### src/rtl/pe_data_mover.sv
// BRAM port-B data mover: streams load bursts to a masked set of PE lanes and
// writes PE results back in lane order. Optional DF_STRIDE_EN adds a per-command address stride.
module pe_data_mover #(
    parameter int DATA_W    = 32,
    parameter int ADDR_W    = 17,
    parameter int NUM_PE    = 4,
    parameter int MAX_BURST = 16,
    parameter int RD_LAT    = 1,
    localparam int LEN_W    = $clog2(MAX_BURST + 1)
) (
    input  logic                     CLK,
    input  logic                     RSTN,
    input  logic                     CMD_VALID,
    output logic                     CMD_READY,
    input  logic                     CMD_OP,
    input  logic [ADDR_W-1:0]        CMD_ADDR,
    input  logic [LEN_W-1:0]         CMD_LEN,
    input  logic [NUM_PE-1:0]        CMD_PE_MASK,
`ifdef DF_STRIDE_EN
    input  logic [ADDR_W-1:0]        CMD_STRIDE,
`endif
    output logic                     DONE,
    output logic [31:0]              addrb,
    output logic [DATA_W-1:0]        dinb,
    input  logic [DATA_W-1:0]        doutb,
    output logic                     enb,
    output logic [DATA_W/8-1:0]      web,
    output logic [DATA_W-1:0]        PE_DIN,
    output logic [NUM_PE-1:0]        PE_DIN_VALID,
    output logic [LEN_W-1:0]         PE_DIN_IDX,
    input  logic [NUM_PE*DATA_W-1:0] PE_DOUT
);

    // state | meaning
    // IDLE  | ready for a command
    // LOAD  | issuing BRAM reads, one word per cycle
    // DRAIN | waiting for outstanding reads to return
    // STORE | writing PE lane words to BRAM
    // FIN   | DONE pulse
    localparam logic [2:0] S_IDLE  = 3'd0;
    localparam logic [2:0] S_LOAD  = 3'd1;
    localparam logic [2:0] S_DRAIN = 3'd2;
    localparam logic [2:0] S_STORE = 3'd3;
    localparam logic [2:0] S_FIN   = 3'd4;

    localparam int LANE_W = (NUM_PE > 1) ? $clog2(NUM_PE) : 1;

    logic [2:0]        r_state;
    logic [2:0]        w_state_nxt;
    logic [ADDR_W-1:0] r_addr;
    logic [ADDR_W-1:0] w_step;
    logic [LEN_W-1:0]  r_len;
    logic [LEN_W-1:0]  r_k;
    logic [NUM_PE-1:0] r_mask;
    logic [LANE_W-1:0] r_lane;
    logic              r_ready;
    logic              r_done;
    logic [RD_LAT-1:0] r_vld;
    logic [LEN_W-1:0]  r_idx [RD_LAT];
    logic              w_accept;
    logic              w_last;
    logic              w_pending;
    logic              w_access;
    logic              w_store;
    logic [DATA_W-1:0] w_lane_word;

`ifdef DF_STRIDE_EN
    logic [ADDR_W-1:0] r_stride;
    assign w_step = r_stride;
`else
    assign w_step = ADDR_W'(1);
`endif

    assign w_accept = CMD_VALID & r_ready;
    assign w_last   = (r_k == r_len - LEN_W'(1));
    assign w_store  = (r_state == S_STORE);
    assign w_access = (r_state == S_LOAD) | w_store;

    // Reads still upstream of the output stage keep DRAIN alive.
    always_comb begin
        w_pending = 1'b0;
        for (int i = 0; i < RD_LAT - 1; i++) begin
            w_pending = w_pending | r_vld[i];
        end
    end

    always_comb begin
        w_lane_word = '0;
        for (int i = 0; i < NUM_PE; i++) begin
            if (r_lane == LANE_W'(i)) begin
                w_lane_word = PE_DOUT[i*DATA_W +: DATA_W];
            end
        end
    end

    always_comb begin
        w_state_nxt = r_state;
        case (r_state)
            S_IDLE: begin
                if (w_accept) begin
                    if (CMD_LEN == '0) begin
                        w_state_nxt = S_FIN;
                    end else if (CMD_OP) begin
                        w_state_nxt = S_STORE;
                    end else begin
                        w_state_nxt = S_LOAD;
                    end
                end
            end
            S_LOAD:  if (w_last) w_state_nxt = S_DRAIN;
            S_DRAIN: if (!w_pending) w_state_nxt = S_FIN;
            S_STORE: if (w_last) w_state_nxt = S_FIN;
            S_FIN:   w_state_nxt = S_IDLE;
            default: w_state_nxt = S_IDLE;
        endcase
    end

    always_ff @(posedge CLK or posedge RSTN) begin
        if (RSTN) begin
            r_state <= S_IDLE;
            r_ready <= 1'b1;
            r_done  <= 1'b0;
            r_addr  <= '0;
            r_len   <= '0;
            r_k     <= '0;
            r_mask  <= '0;
            r_lane  <= '0;
`ifdef DF_STRIDE_EN
            r_stride <= '0;
`endif
            r_vld   <= '0;
            for (int i = 0; i < RD_LAT; i++) begin
                r_idx[i] <= '0;
            end
        end else begin
            r_state <= w_state_nxt;
            r_ready <= (w_state_nxt == S_IDLE);
            r_done  <= (w_state_nxt == S_FIN);
            if (w_accept) begin
                r_addr <= CMD_ADDR;
                r_len  <= CMD_LEN;
                r_mask <= CMD_PE_MASK;
                r_k    <= '0;
                r_lane <= '0;
`ifdef DF_STRIDE_EN
                r_stride <= CMD_STRIDE;
`endif
            end else if (w_access) begin
                // Running address avoids a k*stride multiplier; wrap is modulo 2^ADDR_W.
                r_addr <= r_addr + w_step;
                r_k    <= r_k + LEN_W'(1);
                r_lane <= (r_lane == LANE_W'(NUM_PE - 1)) ? '0 : r_lane + LANE_W'(1);
            end
            r_vld[0] <= (r_state == S_LOAD);
            r_idx[0] <= (r_state == S_LOAD) ? r_k : '0;
            for (int i = 1; i < RD_LAT; i++) begin
                r_vld[i] <= r_vld[i-1];
                r_idx[i] <= r_idx[i-1];
            end
        end
    end

    assign CMD_READY    = r_ready;
    assign DONE         = r_done;
    assign enb          = w_access;
    assign addrb        = w_access ? 32'(r_addr) : 32'd0;
    assign web          = w_store ? {(DATA_W/8){1'b1}} : '0;
    assign dinb         = w_store ? w_lane_word : '0;
    assign PE_DIN       = r_vld[RD_LAT-1] ? doutb : '0;
    assign PE_DIN_VALID = r_vld[RD_LAT-1] ? r_mask : '0;
    assign PE_DIN_IDX   = r_idx[RD_LAT-1];

endmodule

### config.mk
export PLATFORM = sky130hd
export DESIGN_NAME = pe_data_mover
export DESIGN_NICKNAME = d
export VERILOG_FILES = /design/src/rtl/pe_data_mover.sv
export SDC_FILE = /design/constraint.sdc
export NUM_CORES = 1
export LEC_CHECK = 0
export CAP_MARGIN = 20
export CORE_MARGIN = 2
export CORE_UTILIZATION = 25
export CTS_CLUSTER_SIZE = 12
export DETAILED_ROUTE_END_ITERATION = 8
export GPL_ROUTABILITY_DRIVEN = 0
export PLACE_DENSITY = 0.69
export REMOVE_ABC_BUFFERS = 1
export SLEW_MARGIN = 20
export SYNTH_ARGS = -nofsm -noshare
export SYNTH_HDL_FRONTEND = slang
export SYNTH_SLANG_ARGS = --single-unit
export TNS_END_PERCENT = 5
### constraint.sdc
create_clock -name CLK -period 3.4 [get_ports CLK]
set_input_delay 0.68 -clock CLK [delete_from_list [all_inputs] [get_ports CLK]]
set_output_delay 0.68 -clock CLK [all_outputs]
set_load 0.005 [all_outputs]
==> summary.txt <==
run results: nets=966, WS Path Type=reg -> out, number of iterations in the first detailed-routing pass=6, post-route setup TNS=0 ns, Data required, critical path=between 2 and 3 ns, Leak Pwr=2.86 nW, Flop pwr share=between 20% and 30%, ys async rst share=100%, CTS tree=yes, Placement Rows=44, Synth Warn #=0, logic area=2250 um2, max cap viols=0, Sink Count=roughly 44, distinct lib cells=40, status=finished, final reports clean, simple share=26.1%, Post-CTS Resized=0, core area=14600 um2, # DRC=0, Reg area=1100 um2, Post-synth top flop=dfrtp_1, Final Setup Violations=0, PortBufs=about 290, Top Ports=302, mux frac, synth=0%, routed wire length per instance=16.4 um, via count=4453, Inserted Diodes=0, number of global-route vias before repair=4249, Clock transition at path regs=about 0.070 ns, Max-Slew Margin vs Limit=48.6%, Critical Path AT=about 2.6 ns, Worst Setup SP=r_lane[0], Die ar.=16000 um2, fin crit period=between 3 and 4 ns
## layout make-up
cell class	instances	area share (%)
sequential	44	15.9
tap	184	3.31
multi-input combinational	366	32.5
timing repair buffer	308	43.8
inverter	44	2.38
clock inverter	3	0.378
clock buffer	5	1.80
## per-layer routing
layer  GRT usage (%)  share of wire [%]  wire, um
met4            6.08                3.4       539
met1            24.1                 42      6500
met5               0                  0         0
met2            30.1                 46      7210
met3            4.47                8.9      1380
## worst min path at each step
| stage | startpoint | end | cells after the start |
|---|---|---|---|
| global route | r_mask[2] | r_mask[2] | 2 |
| detailed placement | r_mask[2] | r_mask[2] | 2 |
| global placement | r_mask[2] | r_mask[2] | 2 |
| finish | r_mask[2] | r_mask[2] | 2 |
| floorplan | r_mask[0] | r_mask[0] | 2 |
| CTS | r_mask[2] | r_mask[2] | 2 |
## worst min-delay path, delay by kind of cell, from the launching register on
kind	cells	cell delay (ns)
simple gates	2	0.11
flops	1	0.34
## power groups by stage
| stage | combinational, W | clock (W) | sequential, W |
|---|---|---|---|
| floorplan | 0.00147 | 0 | 0.000954 |
| global placement | 0.00278 | 0 | 0.00102 |
| detailed placement | 0.00280 | 0 | 0.00103 |
| CTS | 0.00282 | 0.000513 | 0.00103 |
| global route | 0.00309 | 0.000536 | 0.00107 |
| finish | 0.00281 | 0.000498 | 0.00102 |
## registers in the layout, indices dropped and copies added, names as in the netlist
| register | count |
|---|---|
| r_addr | 17 |
| PE_DIN_IDX | 5 |
| r_k | 5 |
| r_len | 5 |
| r_mask | 4 |
| r_state | 3 |
| r_lane | 2 |
| CMD_READY | 1 |
| DONE | 1 |
| r_vld | 1 |
## cell usage after synthesis, types with 2 or more instances
cell | count | area (um2)
nand2b_1 | 2 | 12.5
xor2_1 | 7 | 61.3
ha_1 | 7 | 87.6
nor4_1 | 4 | 25.0
a221oi_1 | 31 | 272
buf_6 | 2 | 22.5
o21ai_0 | 17 | 85.1
inv_1 | 44 | 165
a31o_2 | 3 | 26.3
clkbuf_1 | 34 | 128
or4_4 | 2 | 22.5
buf_4 | 19 | 143
nand4_1 | 6 | 37.5
nand4b_1 | 2 | 17.5
nor3_1 | 6 | 30.0
nand2_1 | 80 | 300
a21oi_1 | 36 | 180
a211o_1 | 32 | 280
a31oi_1 | 7 | 43.8
and2_1 | 55 | 344
dfrtp_1 | 43 | 1080
nand3_1 | 5 | 25.0
or3_1 | 5 | 31.3
xnor2_1 | 13 | 114
nor2_1 | 19 | 71.3
## through the flow
| stage | setup WS [ns] | util (%) | area, um2 | hold slack [ns] |
|---|---|---|---|---|
| 2_1_floorplan | 0.00564 | - | 3510 | 0.437 |
| 3_3_place_gp | 0.316 | 46.2 | 6770 | 0.456 |
| 3_5_place_dp | 0.358 | 46.2 | 6770 | 0.457 |
| 4_1_cts | 0.0292 | 47.2 | 6920 | 0.475 |
| 5_1_grt | 0.00165 | 47.4 | 6950 | 0.504 |
| 6_report | 0.152 | 47.4 | 6950 | 0.472 |
### Cell density map

(2 px per um) The die is cut into 13 by 13 equal tiles; black is low, pale yellow is high, 0 to 100% covered.
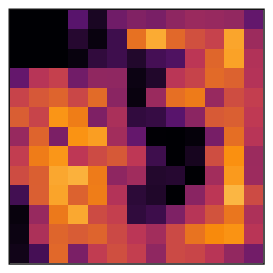
mean over tiles = 42%
tiles over 75% full = 8.9%
emptiest ninth of the die = top left
nearly empty tiles = 8.9%
densest ninth of the die = left middle
fullest tile = 84%

### Placement by cell class

(3 px per um) Fill, decap, tap and diode cells in grey.
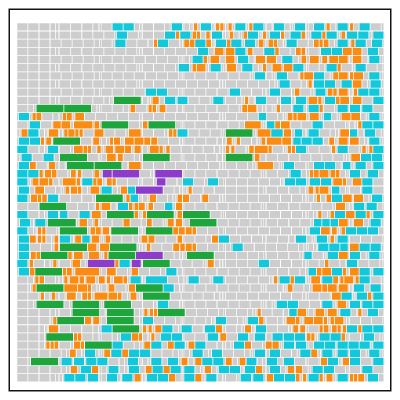
cyan -> remaining buffers and delay cells  # cells 308
green -> sequential cells  # cells 44
orange -> combinational and other logic  # cells 410
purple -> clock drivers and dummy loads  # cells 8

### Clock routing

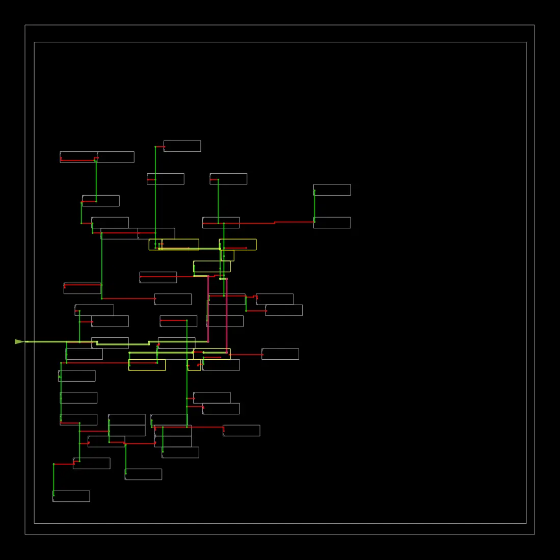
Clk. pwr: 0.000498 W
Insertion Delay late pin: 0.29 ns
CTS buffer count: 5
Layout Skew: 0.00606 ns
clock buffer count: 5

Power and IR drop assume default switching activity.
